--- src/rtl/onchip_mem_arbiter.sv ---
// rtl/onchip_mem_arbiter.sv - two-requester Avalon-MM arbiter in front of the 5120x32 on-chip RAM
// Grant is combinational from registered state; read data is steered to its owner one cycle later.
module onchip_mem_arbiter #(
  parameter int ADDR_W        = 13,
  parameter int DEPTH         = 5120,
  parameter int PRIORITY_MODE = 0,
  parameter int STARVE_LIMIT  = 8
) (
  input  logic              clk,
  input  logic              reset,
  input  logic [ADDR_W-1:0] m0_address,
  input  logic [3:0]        m0_byteenable,
  input  logic              m0_read,
  input  logic              m0_write,
  input  logic [31:0]       m0_writedata,
  output logic              m0_waitrequest,
  output logic [31:0]       m0_readdata,
  output logic              m0_readdatavalid,
  input  logic [ADDR_W-1:0] m1_address,
  input  logic [3:0]        m1_byteenable,
  input  logic              m1_read,
  input  logic              m1_write,
  input  logic [31:0]       m1_writedata,
  output logic              m1_waitrequest,
  output logic [31:0]       m1_readdata,
  output logic              m1_readdatavalid,
  output logic [ADDR_W-1:0] mem_address,
  output logic [3:0]        mem_byteenable,
  output logic              mem_chipselect,
  output logic              mem_write,
  output logic [31:0]       mem_writedata,
  output logic              mem_clken,
  input  logic [31:0]       mem_readdata,
  output logic              err_flag,
  output logic [ADDR_W-1:0] err_addr,
  input  logic              err_clear
);
  localparam logic [ADDR_W:0] DEPTH_L  = (ADDR_W+1)'(DEPTH);
  localparam logic [7:0]      STARVE_L = 8'(STARVE_LIMIT);

  logic              m0_req, m1_req, gnt0, gnt1, any_gnt, sel_wr, in_range;
  logic [ADDR_W-1:0] sel_addr;
  logic              last_grant_q, last_grant_d;  // 1 = m1 owned the last grant
  logic [7:0]        starve_q, starve_d;
  logic              rvalid0_q, rvalid0_d, rvalid1_q, rvalid1_d, rzero_q, rzero_d;
  logic              err_flag_q, err_flag_d;
  logic [ADDR_W-1:0] err_addr_q, err_addr_d;

  assign m0_req = m0_read | m0_write;
  assign m1_req = m1_read | m1_write;

  always_comb begin
    gnt0 = 1'b0;
    gnt1 = 1'b0;
    if (!reset) begin
      if (m0_req && m1_req) begin
        if (PRIORITY_MODE == 0) begin
          gnt0 = last_grant_q;
          gnt1 = ~last_grant_q;
        end else begin
          gnt1 = (starve_q == STARVE_L);
          gnt0 = ~gnt1;
        end
      end else begin
        gnt0 = m0_req;
        gnt1 = m1_req;
      end
    end
  end

  assign any_gnt  = gnt0 | gnt1;
  assign sel_addr = gnt1 ? m1_address : m0_address;
  assign sel_wr   = gnt1 ? m1_write   : m0_write;
  assign in_range = ({1'b0, sel_addr} < DEPTH_L);

  assign m0_waitrequest = ~gnt0;
  assign m1_waitrequest = ~gnt1;

  assign mem_address    = sel_addr;
  assign mem_byteenable = gnt1 ? m1_byteenable : m0_byteenable;
  assign mem_writedata  = gnt1 ? m1_writedata  : m0_writedata;
  assign mem_chipselect = any_gnt & in_range;
  assign mem_write      = any_gnt & in_range & sel_wr;
  assign mem_clken      = 1'b1;

  // A port asserting read and write together is treated as a write only.
  always_comb begin
    last_grant_d = gnt1 ? 1'b1 : (gnt0 ? 1'b0 : last_grant_q);
    starve_d     = starve_q;
    if (gnt1)
      starve_d = 8'd0;
    else if (m1_req && starve_q != 8'hFF)
      starve_d = starve_q + 8'd1;
    rvalid0_d  = gnt0 & m0_read & ~m0_write;
    rvalid1_d  = gnt1 & m1_read & ~m1_write;
    rzero_d    = ~in_range;
    err_flag_d = err_flag_q;
    err_addr_d = err_addr_q;
    if (any_gnt && !in_range && (!err_flag_q || err_clear)) begin
      err_flag_d = 1'b1;
      err_addr_d = sel_addr;
    end else if (err_clear) begin
      err_flag_d = 1'b0;
      err_addr_d = '0;
    end
  end

  always_ff @(posedge clk) begin
    if (reset) begin
      last_grant_q <= 1'b1;
      starve_q     <= 8'd0;
      rvalid0_q    <= 1'b0;
      rvalid1_q    <= 1'b0;
      rzero_q      <= 1'b0;
      err_flag_q   <= 1'b0;
      err_addr_q   <= '0;
    end else begin
      last_grant_q <= last_grant_d;
      starve_q     <= starve_d;
      rvalid0_q    <= rvalid0_d;
      rvalid1_q    <= rvalid1_d;
      rzero_q      <= rzero_d;
      err_flag_q   <= err_flag_d;
      err_addr_q   <= err_addr_d;
    end
  end

  // Masking with reset kills a response whose acceptance is followed by reset.
  assign m0_readdatavalid = rvalid0_q & ~reset;
  assign m1_readdatavalid = rvalid1_q & ~reset;
  assign m0_readdata      = (m0_readdatavalid && !rzero_q) ? mem_readdata : 32'h0;
  assign m1_readdata      = (m1_readdatavalid && !rzero_q) ? mem_readdata : 32'h0;
  assign err_flag         = err_flag_q;
  assign err_addr         = err_addr_q;
endmodule

--- config.mk ---
export PLATFORM = sky130hd
export DESIGN_NAME = onchip_mem_arbiter
export DESIGN_NICKNAME = d
export VERILOG_FILES = /design/src/rtl/onchip_mem_arbiter.sv
export SDC_FILE = /design/constraint.sdc
export NUM_CORES = 1
export LEC_CHECK = 0
export ABC_AREA = 1
export CAP_MARGIN = 20
export CORE_MARGIN = 10
export CORE_UTILIZATION = 21
export DETAILED_ROUTE_END_ITERATION = 8
export PLACE_DENSITY = 0.87
export SKIP_CTS_REPAIR_TIMING = 1
export SLEW_MARGIN = 15
export SYNTH_ARGS = -nofsm -noshare
export SYNTH_HDL_FRONTEND = slang
export SYNTH_SLANG_ARGS = --single-unit
--- constraint.sdc ---
create_clock -name clk -period 1.65 [get_ports clk]
set_clock_uncertainty 0.05 [all_clocks]
set_input_delay 0.33 -clock clk [delete_from_list [all_inputs] [get_ports clk]]
set_output_delay 0.33 -clock clk [all_outputs]
set_load 0.01 [all_outputs]
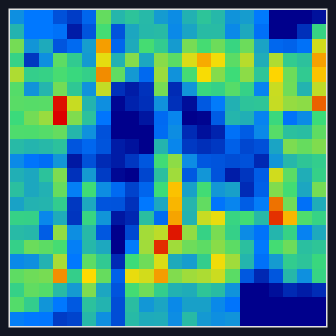
(run_1/route_heat.png)
22 x 22 tiles, from dark blue (low) to red (high), scaled to the fullest tile. Values are wire area over tile area, all layers added.
6.6% of the tiles are nearly empty. The fullest tile reaches 0.47. 28% of the tiles are over half the peak. The densest ninth of the die: south.
via count: 3,370
GRT Total Usage: 17.9%
total wire length: 13.1 mm

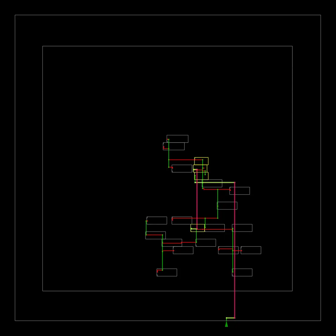
(run_1/clock_nets.png)
number of buffers created by CTS: 3
Clock Power: 364 uW
worst-skew pair later-pin latency: 250 ps
Seq Cell Count: 18

==> changes_impl.md, run 1 <==
### Metrics

* Syn Nets at 499
* Crit path from: last_grant_q$_SDFFE_PP1P_
* HPWL after detailed placement at 10.9 mm
* Syn Area/Cell at 4.91 sq um
* Top cells by count: nand2_1, nor2_1, inv_1
* Flops after synth at 18
* Final setup viols at ~55
* Top Ports at 271
* Vias in the first global route at 3,447
* First-pass GRT wire length at 18.7 mm
* Fill count at 740
* Top-count cell post-synth: nand2_1
* DRC at 0
* CP Cell Sequence: buf_4, nor2_1, nor2_1, nand2_2, nand2_2, nand2_2, nor3_2, buf_4
* FP Util at between 20% and 30%
* Crit end category: output pin
* H-Tree Depth at 1
* Via-per-instance ratio at 4.36
* Pwr dens at 418 mW/mm^2
* Synth area leader: nand2_1
* Antenna violations before repair at 1
* Final Hold Viols at 0
* Violated checks: setup timing
* CP most frequent cell: nand2_2
* Cells after Synth at around 360
* Tmin final at 1870 ps
* Ys cells at 362
* Largest stage delay, worst path at ~350 ps
* Critical path class: register to output pin
* Setup WS post-layout at -221 ps
* Fraction of registers with async set/reset at 0%
* CP Max Fanout at 2
* Yosys Chip Area at ~0.0018 sq mm
* Hold_sp: m1_write
* Status: finished with violations
* Clock-pin slew on the worst setup and hold paths at 70 ps
* Clk sink count at 18
* FF-to-FF Start: last_grant_q$_SDFFE_PP1P_
* DR WL/cell at 17.0 um
* Clock root buffer: clkbuf_8
* Die Y at 112 um
* DIE WIDTH at between 100 and 150 um
* CP arrival at between 1000 and 1500 ps
* DR pass1 iterations at 4
* Placer Congestion at 0.852
* Synth-to-Final Area Change at 189%
* Nets at 805
* Static Leak at approximately 0.0027 uW
* Top cell area share at 34.4%
* YS warnings at 0
* Dominant flop cell: dfxtp_1
* Worst reg-to-reg setup slack at 0 ps
* Synth top area cells: nand2_1, dfxtp_1, nor2_1
* Max cap viols at 0
* Fin. max-slew vios at 0
* Count of tool warnings at 27
* Largest net degree at the start of global routing at 25
* Mapped Area at 0.00178 sq mm
* Worst-case vdd ir drop at 0.217 mV
* Max Freq at 535 MHz
* Yosys cell types at 25
* Number of port buffers at 269
* Register area share after synthesis at around 20%
* Worst path slowest cell: dfxtp_2
* Required time of the critical path at 1270 ps
* Layout cells sized above 1 at 40.5%
* Worst Hold Class: input pin to register
* Chip Area at 0.0126 sq mm
* Critical path startpoint category: register
* EDFF count, synth at 0
* Total gr overflow at 0
* CTS tree: done
* Post-placement cell area at 0.00484 sq mm
* Post-route antenna net violation count at 0
* RSZ-0062 raised after global routing: yes
* Clock buffer depth at 2
* Worst slack, placed at -1160 ps
* Initial drt markers at 119
* Post-layout period usage of the worst path at 113%
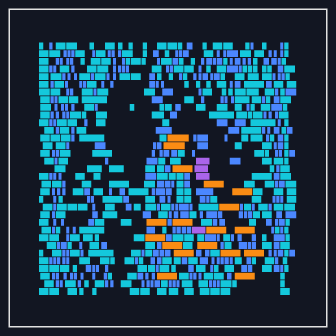
(run_1/class_map.png)
registers: drawn in orange, cells 18, share of their area 7.2%. remaining logic cells: drawn in blue, cells 323, share of their area 32%. clock drivers and dummy loads: drawn in purple, cells 4, share of their area 1.1%. remaining buffers and delay cells: drawn in cyan, cells 322, share of their area 60%.
flop share of the area: 7.06%
fin area: 0.00514 sq mm
placement row count: 33
CORE AREA: 0.00822 sq mm

[run 1: report_power, final]
part	total, uW	switching, uW	leakage [uW]	internal, uW
sequential	469	11.6	0.000147	457
combinational	1320	564	0.00253	753
clock	364	152	0.0000288	212
total	2150	728	0.00271	1420
[run 1: routing by layer]
metal  GRT usage (%)  up-vias  share of wire, %
met5               0        -                 0
met4            4.65        0               2.1
met3            8.09       21                11
met2            34.3      178                53
met1            16.8     1498                34
li1                -     1673                 -
[run 1: placed cells by master, fill, tap and decap left out, drive strengths merged]
| cell | count |
|---|---|
| nand4 | 1 |
| or2 | 1 |
| nor3 | 1 |
| diode | 1 |
| nand3b | 1 |
| inv | 45 |
| a21oi | 14 |
| conb | 1 |
| nand2 | 167 |
| nor2 | 75 |
| o21ai | 2 |
| nand3 | 14 |
| dlymetal6s2s | 3 |
| buf | 158 |
| nor3b | 1 |
| clkbuf | 20 |
| dfxtp | 18 |
| clkdlybuf4s50 | 145 |
[run 1: critical path, delay by kind of cell (launching register included)]
kind	cells	cell delay [ps]
buffers and inverters	2	260
flip-flops	1	350
AND/OR/NAND/NOR	6	610
[run 1: cell type report]
| cell class | count | area [sq um] | share of cell area, % |
|---|---|---|---|
| Antenna cell | 1 | 2.50 | 0.0487 |
| Clock buffer | 4 | 55.1 | 1.07 |
| Inverter | 45 | 171 | 3.33 |
| Multi-Input combinational cell | 278 | 1430 | 27.9 |
| Sequential cell | 18 | 363 | 7.06 |
| Tap cell | 105 | 131 | 2.55 |
| Timing Repair Buffer | 322 | 2990 | 58.1 |
[run 1: state kept, by name, summed over array words and instances, names as in the netlist]
register and count:
rzero_q 1, rvalid1_q 1, last_grant_q 1, err_addr 13, err_flag 1, rvalid0_q 1
[run 1: path summary, 6_finish.rpt]
check,to,cells after the start
setup / recovery,mem_write,8
setup reg to reg,err_addr[7]$_SDFFE_PP0P_,10
hold / removal,rvalid1_q$_SDFF_PP0_,2
hold reg to reg,err_addr[2]$_SDFFE_PP0P_,2
[run 1: cells by family after synthesis]
kind of cell           count (synthesis)  synth area share (%)
flip-flops                            18                  20.3
other                                  1                 0.211
AND/OR/NAND/NOR                      260                  59.1
buffers and inverters                 67                  15.7
AND-OR/OR-AND                         16                  4.71
[run 1: through the flow]
step	hold WS (ps)	instances	total power (uW)	TNS, ps	util [%]
5_1_grt	245	773	2280	-12950	62.6
3_3_place_gp	401	755	1670	-120570	58.9
2_1_floorplan	356	362	862	0	-
6_report	250	773	2150	-6810	62.6
4_1_cts	422	759	2060	-121330	59.6
3_5_place_dp	412	755	1690	-124430	58.9
==> run 2, diff against run 1 <==
- SLEW_MARGIN: 15 -> 20
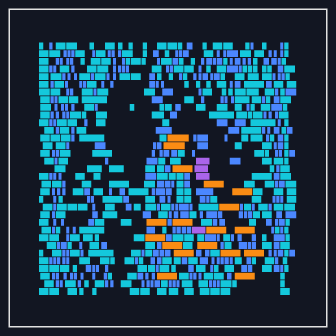
(run_2/class_map.png)
remaining logic cells: drawn in blue, cells 323, share of their area 32%. clock drivers and dummy loads: drawn in purple, cells 4, share of their area 1.1%. registers: drawn in orange, cells 18, share of their area 7.2%. remaining buffers and delay cells: drawn in cyan, cells 322, share of their area 60%.
final design utilization: 62.6%

==> run 2 against run 1 <==
  * The flow still finishes with violations (setup timing)
  * Critical endpoint unchanged
  * Global-route usage unchanged
  * Combinational power about the same
  * Core utilization unchanged
  * Critical path depth unchanged
  * Total power unchanged
  * Via count unchanged
  * Synthesized cell count unchanged
  * Die area unchanged
==> changes_impl.md, run 2 <==
### Metrics

* CTS tree: done
* Final Hold Viols at 0
* Fin area at roughly 0.005 sq mm
* Required time of the critical path at 1270 ps
* Sequential Power Share at 21.8%
* Sw frac at 33.9%
* Critical path class: register to output pin
* CP Cell Sequence: buf_4, nor2_1, nor2_1, nand2_2, nand2_2, nand2_2, nor3_2, buf_4
* Die Y at between 100 and 150 um
* Syn Area/Cell at between 4 and 5 sq um
* Pwr dens at 418 mW/mm^2
* Clk sink count at 18
* CORE AREA at about 0.0082 sq mm
* Top cells by count: nand2_1, nor2_1, inv_1
* P_sw at 728 uW
* Post-layout period usage of the worst path at 113%
* GRT Total Usage at 17.9%
* DR WL/cell at 17.0 um
* Worst-case vdd ir drop at 0.217 mV
* Max reg flops at 13
* Setup Total Neg Slack at -6810 ps
* Logic gate share of total power at 61.3%
* Synth-to-Final Area Change at 189%
* Vias in the first global route at 3,447
* Max Freq at 535 MHz
* Top Ports at 271
* Via-per-instance ratio at 4.36
* Top cell area share at 34.4%
* Worst path slowest cell: dfxtp_2
* Clock-pin slew on the worst setup and hold paths at 70 ps
* H-Tree Depth at 1
* Setup WS post-layout at -221 ps
* First-pass GRT wire length at 18.7 mm
* Clock root buffer: clkbuf_8
* Nets at 805
* Final setup viols at 55
* Cells after Synth at 362
* Count of tool warnings at 27
* Register area share after synthesis at between 20 and 25%
* Worst-skew pair later-pin latency at roughly 250 ps
* RSZ-0062 raised after global routing: yes
* Chip Area at 0.0126 sq mm
* Via count at about 3,400
* DRC at 0
* Most numerous logic cell after layout: clkdlybuf4s50_1
* Fin. max-slew vios at 0
* DR pass1 iterations at 4
* Fraction of registers with async set/reset at 0%
* Yosys cell types at 25
* Placement row count at 33
* Critical path startpoint category: register
* Syn Nets at 499
* Total gr overflow at 0
* CP arrival at about 1500 ps
* Largest net degree at the start of global routing at 25
* Tmin final at 1870 ps
* CP most frequent cell: nand2_2
* Ys cells at 362
* Crit end category: output pin
* Initial drt markers at 119
* Status: finished with violations
* Worst Hold Class: input pin to register
* Yosys Chip Area at around 0.0018 sq mm
* Placer Congestion at 0.852
* Total wire length at 13.1 mm
* EDFF count, synth at 0
* CP Max Fanout at 2
* Synth area leader: nand2_1
* Number of buffers created by CTS at 3
* Layout cells sized above 1 at approximately 40%
* Top-count cell post-synth: nand2_1
* Mapped Area at 0.00178 sq mm
* Number of port buffers at 269
* Largest stage delay, worst path at between 300 and 400 ps
* FP Util at 21.7%
* Static Leak at 0.00271 uW
* Antenna violations before repair at 1
* Synth top area cells: nand2_1, dfxtp_1, nor2_1
* HPWL after detailed placement at 10.9 mm
* Internal power at 1420 uW
* Violated checks: setup timing
* Post-placement cell area at 0.00484 sq mm
* Clock buffer depth at 2
* Flops after synth at 18
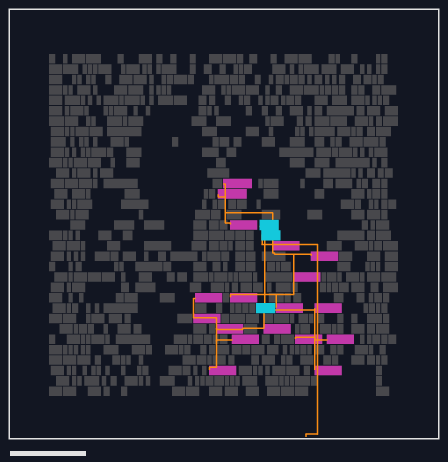
(run_2/clock_wires.png)
The bar under the picture is 20 um long.
clock wires: drawn in orange, length 270 um. clock-net drivers: drawn in cyan, count 3. flip-flops: drawn in magenta, count 18.
There are 4 routed clock nets.
Clk pwr share: 16.9%

run 2: power by group through the flow:
| stage | clock network [uW] | logic (uW) | registers, uW |
|---|---|---|---|
| CTS | 371 | 1220 | 468 |
| global placement | 0 | 1190 | 477 |
| global route | 397 | 1410 | 472 |
| detailed placement | 0 | 1210 | 477 |
| finish | 364 | 1320 | 469 |
| floorplan | 0 | 377 | 484 |
run 2: layout make-up:
cell class,count,area (sq um)
flip-flops and latches,18,363
well taps,105,131
diodes,1,2.50
multi-input cells,278,1430
fillers,740,3070
repair buffers,322,2990
clock buffers,4,55.1
inverters,45,171
run 2: final timing paths:
check | cells past startpoint | from | slack, ps | to
hold reg to reg | 2 | err_addr[2]$_SDFFE_PP0P_ | 430 | err_addr[2]$_SDFFE_PP0P_
setup / recovery | 8 | last_grant_q$_SDFFE_PP1P_ | -220 | mem_write
hold / removal | 2 | m1_write | 250 | rvalid1_q$_SDFF_PP0_
setup reg to reg | 10 | last_grant_q$_SDFFE_PP1P_ | 0 | err_addr[7]$_SDFFE_PP0P_
run 2: critical path, delay by kind of cell (launching register included):
kind / cells / cell delay [ps]
and+or+nand+nor: 6 / 610
DFF: 1 / 350
buffers and inverters: 2 / 260
run 2: metrics by stage:
stage	power (uW)	util, %	hold slack (ps)	cells
after floorplan	862	-	356	362
after global placement	1670	58.9	401	755
after detailed placement	1690	58.9	412	755
after CTS	2060	59.6	422	759
after global routing	2280	62.6	245	773
final	2150	62.6	250	773
run 2: logic make-up (layout without fill, tap and decap cells):
kind of cell,Yosys count,count (layout),synth area share [%]
and+or+nand+nor,260,261,59.1
DFF,18,18,20.3
buffers and inverters,67,371,15.7
AOI/OAI and AO/OA,16,16,4.71
other,1,2,0.211
run 2: per-layer routing:
layer  track usage [%]  wire length [um]
met1              16.8              4460
met2              34.3              7000
met3              8.09              1410
met4              4.65               274
met5                 0                 0
==> run 3, diff against run 2 <==
- CORE_AREA: unset -> 2 2 104 106
- CORE_MARGIN: 10 -> unset
- CORE_UTILIZATION: 21 -> unset
- DIE_AREA: unset -> 0 0 106 108
- PLACE_DENSITY: 0.87 -> 0.75
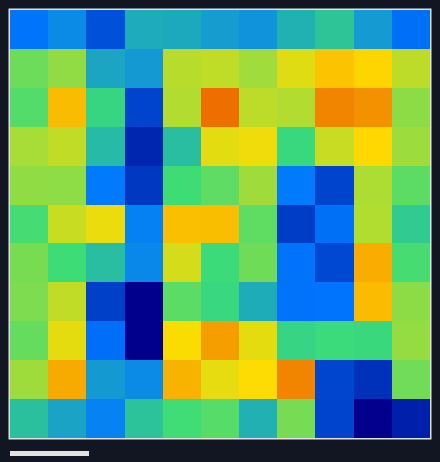
(run_3/util_map.png)
The bar under the picture is 20 um long. 11 x 11 tiles, from dark blue (low) to red (high), 0 to 100% covered.
The emptiest ninth of the die: south-east. The mean over all tiles is 49%. 12% of the tiles are over 75% full. The fullest tile reaches 87%. 2.5% of the tiles are nearly empty.

==> run 3 against run 2 <==
  * The run still ends with setup timing left
  * Via count increased by 5.2%
  * First-iteration DRC count increased by 7.6%
  * Fmax decreased by 1.0%
  * Worst hold slack improved by 61 ps
  * Critical path type unchanged
  * Highest routed layer unchanged
==> changes_impl.md, run 3 <==
### Metrics

* Via-per-instance ratio at 4.33
* Top cells by count: nand2_1, nor2_1, inv_1
* Yosys cell types at 25
* Status: finished with violations
* Synth top area cells: nand2_1, dfxtp_1, nor2_1
* Clock buffer depth at 2
* DIE WIDTH at 106 um
* Final Hold Viols at 0
* Syn Area/Cell at 4.91 sq um
* Mapped Area at ~0.0018 sq mm
* Worst-skew pair later-pin latency at 250 ps
* Required time of the critical path at 1270 ps
* Critical path class: register to output pin
* Nets at a little over 800
* Internal power at around 1500 uW
* Placement row count at 37
* Total gr overflow at 0
* Antenna violations before repair at 1
* Post-layout period usage of the worst path at 115%
* Tmin final at approximately 1900 ps
* Worst Hold Class: input pin to register
* Register area share after synthesis at 20.3%
* Initial drt markers at 128
* Violated checks: setup timing
* Critical path startpoint category: register
* YS warnings at 0
* Fraction of registers with async set/reset at 0%
* Max cap viols at 0
* HPWL after detailed placement at around 9.0 mm
* Max reg flops at 13
* Clk sink count at 18
* CORE AREA at 0.0102 sq mm
* Dominant flop cell: dfxtp_1
* Cells after Synth at about 360
* Synth area leader: nand2_1
* Post-placement cell area at 0.00491 sq mm
* Met3 Usage GRT at 3.62%
* DR pass1 iterations at 4
* Ys cells at 362
* Syn Nets at ~500
* Layout cells sized above 1 at 48.2%
* Post-route antenna net violation count at 0
* Met1 GRT Util at 18.3%
* Placer Congestion at 0.782
* Fin area at 0.00581 sq mm
* Total wire length at 12.9 mm
* Top-count cell post-synth: nand2_1
* Chip Area at 0.0114 sq mm
* DR WL/cell at 15.7 um
* Final setup viols at 64
* Max Freq at 529 MHz
* Most numerous logic cell after layout: clkdlybuf4s50_1
* Largest net degree at the start of global routing at 42
* Via count at 3,545
* Static Leak at slightly below 0.003 uW
* Clock-pin slew on the worst setup and hold paths at 80 ps
* Worst-case vdd ir drop at 0.267 mV
* Fin. max-slew vios at 0
* H-Tree Depth at 1
* Clock root buffer: clkbuf_8
* Sequential Power Share at 20.1%
* Most instantiated logic cells after routing: clkdlybuf4s50_1, nand2_1, buf_6, nor2_4, buf_2
* First-pass GRT wire length at 15.5 mm
* CP arrival at about 1500 ps
* Setup WS post-layout at -240 ps
* Logic gate share of total power at 63.8%
* FP Util at 17.4%
* Top cell area share at between 30% and 40%
* Pwr dens at 402 mW/mm^2
* CP Max Fanout at 10
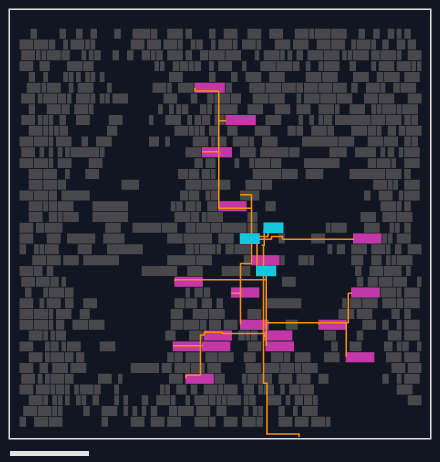
(run_3/clock_wires.png)
The bar under the picture is 20 um long.
Clock Power: 375 uW
Clk pwr share: 16.1%

[run 3: netlist changes by cell type in the layout (fill, tap and decap cells not counted), moves of 9 or more]
cell	delta
nor2_2	-17
buf_2	-31
buf_6	+13
nor2_1	-9
clkbuf_2	+23
nand2_1	-26
nand2_4	+20
nor2_4	+25
[run 3: cell type report]
class | instances | area, sq um | area share (%)
antenna | 1 | 2.50 | 0.0431
multi-input combinational | 277 | 1790 | 30.8
inverter | 45 | 179 | 3.08
timing repair buffer | 338 | 3250 | 56.0
clock buffer | 4 | 55.1 | 0.947
tap | 136 | 170 | 2.93
sequential | 18 | 364 | 6.26
[run 3: kinds of logic after synthesis]
group,synth area share [%]
AND/OR/NAND/NOR,59.1
buffers and inverters,15.7
flip-flops,20.3
AND-OR/OR-AND,4.71
other,0.211
[run 3: metal layers]
metal	part of all wire, %	wire length, um
met1	38	4840
met2	54	6930
met3	7.6	977
met4	1.0	130
met5	0	0
[run 3: final timing paths]
kind / startpoint / to / slack, ps / cells past startpoint
worst max-delay path: last_grant_q$_SDFFE_PP1P_ / mem_address[9] / -240 / 8
worst min-delay path: m0_read / rvalid0_q$_SDFF_PP0_ / 310 / 2
worst max register to register: last_grant_q$_SDFFE_PP1P_ / err_addr[1]$_SDFFE_PP0P_ / -80 / 11
worst min register to register: err_addr[12]$_SDFFE_PP0P_ / err_addr[12]$_SDFFE_PP0P_ / 430 / 2
[run 3: critical path: stages (launching register included)]
cell and delay (ps):
dfxtp_2 340, o21ai_4 90, nand2_4 130, buf_6 160
buf_12 130, buf_12 140, nand2_1 60, nand2_1 60
buf_2 140
[run 3: power groups by stage]
stage / sequential (uW) / clock, uW / combinational (uW)
floorplan: 484 / 0 / 377
global placement: 476 / 0 / 1210
detailed placement: 478 / 0 / 1230
CTS: 467 / 389 / 1230
global route: 473 / 403 / 1590
finish: 469 / 375 / 1490
[run 3: stage by stage]
stage	hold WS, ps	instances	setup slack, ps	utilization (%)	TNS, ps
after floorplan	356	362	3.76	-	0
after CTS	432	788	-1040	48.6	-108990
final	311	819	-240	56.8	-10330
after global routing	329	819	-322	56.8	-15510
after global placement	402	784	-985	48.0	-107310
after detailed placement	421	784	-1040	48.0	-112020
No activity file was given, so power comes from the tool's default toggle rates.
